**Met3 routing**

Drawn at 1 px/µm.
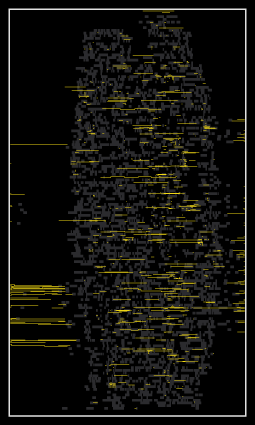
**Wires at chosen ports, followed through buffers**

Drawn at 1.5 px/µm.
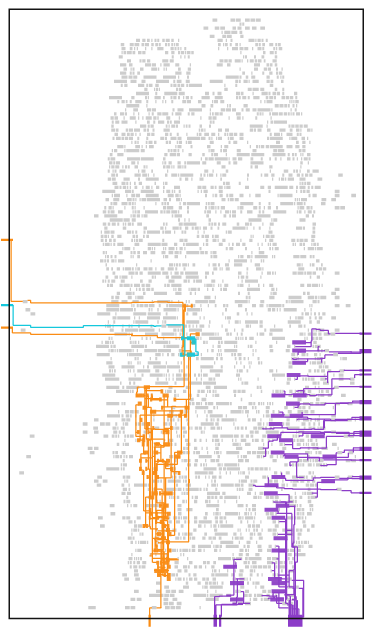
Design hilo_muldiv_unit, sky130hd; sources not shown.
==> flow_summary_export.csv <==
group,metric,value,unit
timing,setup_slack,5760,ps
layout,signal_buffer_area_fraction,8.95,%
outcome,run_status,"finished, final reports clean",
clock_tree,cts-hold-fix-buffers,0,
synth,syn_nets,3013,
layout,layout.cells.non_filler,4136,
global_routing,grt_util_all_layers,22.5,%
power_and_ir_drop,power.internal,2530,µW
die,die_w,235,µm
layout,largest_cell_class,"logic gates",
power_and_ir_drop,p_sw,3300,µW
routing,drt_pre_antenna_iters,7,
routing,final_antenna_net_count,0,
synth,synth.cellmix.compoundShare,31.0,%
layout,comb_share,62.9,%
synth,yosys_register_bits,176,
die,core.rowCount,145,
layout,clockNetworkAreaShare,2.46,%
placement,placedInstanceArea,23600,µm²
run,stage_log_warnings,43,
layout,layout.non_clock_buffers,341,
layout,tally_of_filler_cells_in_the_layout,9847,
clock_tree,number_of_clock_sinks,176,
clock_tree,tritoncts,"done",
power_and_ir_drop,largestPowerGroup,"combinational cells",
global_routing,grt_max_degree,88,
routing,met3RoutedLength,4680,µm
routing,routed_wire_per_std_cell,26.8,µm
synth,ys_top_cells_by_area,"dfrtp_1, ha_1, xnor2_1",
layout,final_nets,3163,
synth,synth-adder-area-share,9.34,%
timing,max_freq,137,MHz
layout,multi_input_combinational_gate_total,2321,
power_and_ir_drop,switching_share,56.6,%
synth,yosys_warnings,0,
hold_path,worst_hold_path.num_cells,2,
synth,ys_seq_share,21.2,%
power_and_ir_drop,vdd.ir_drop.worst,0.0000998,V
layout,fin_util,27.0,%
setup_path,worst-path-stages,18,
routing,met2RoutedLength,55600,µm
clock_tree,cts_made_buffers,17,
setup_path,critical_path_peak_fanout,10,
setup_path,path_class,"reg -> reg",
synth,yosys.area_share.xor_xnor,11.2,%
synth,synthMuxAreaShare,1.87,%
global_routing,grt_first_pass_wirelength,158000,µm
synth,syn-mean-instance-area,7.43,µm²
timing,min_period_over_period,55.9,%
routing,drcViolationCount,0,
About 'met3 routing':
wire length on this layer: 4680 µm
share of all routed wire: 4.2%
longest straight run: 64.6 µm
main direction: horizontal
detailed-route wire length: 111000 µm
total via count in the routed design: 22449

About 'wires at chosen ports, followed through buffers':
[purple] `lo` | bits: 32 | direction: output | edge: 19 east, 13 south | end cells: 32 | buffers: 32 | wire: 1940 µm
[orange] `op` | bits: 3 | direction: input | edge: 2 west, 1 south | end cells: 131 | buffers: 16 | wire: 2180 µm
[cyan] `start` | bits: 1 | direction: input | edge: west | end cells: 6 | buffers: 1 | wire: 180 µm
number of I/O port buffers: 129
Boundary Pins: 138

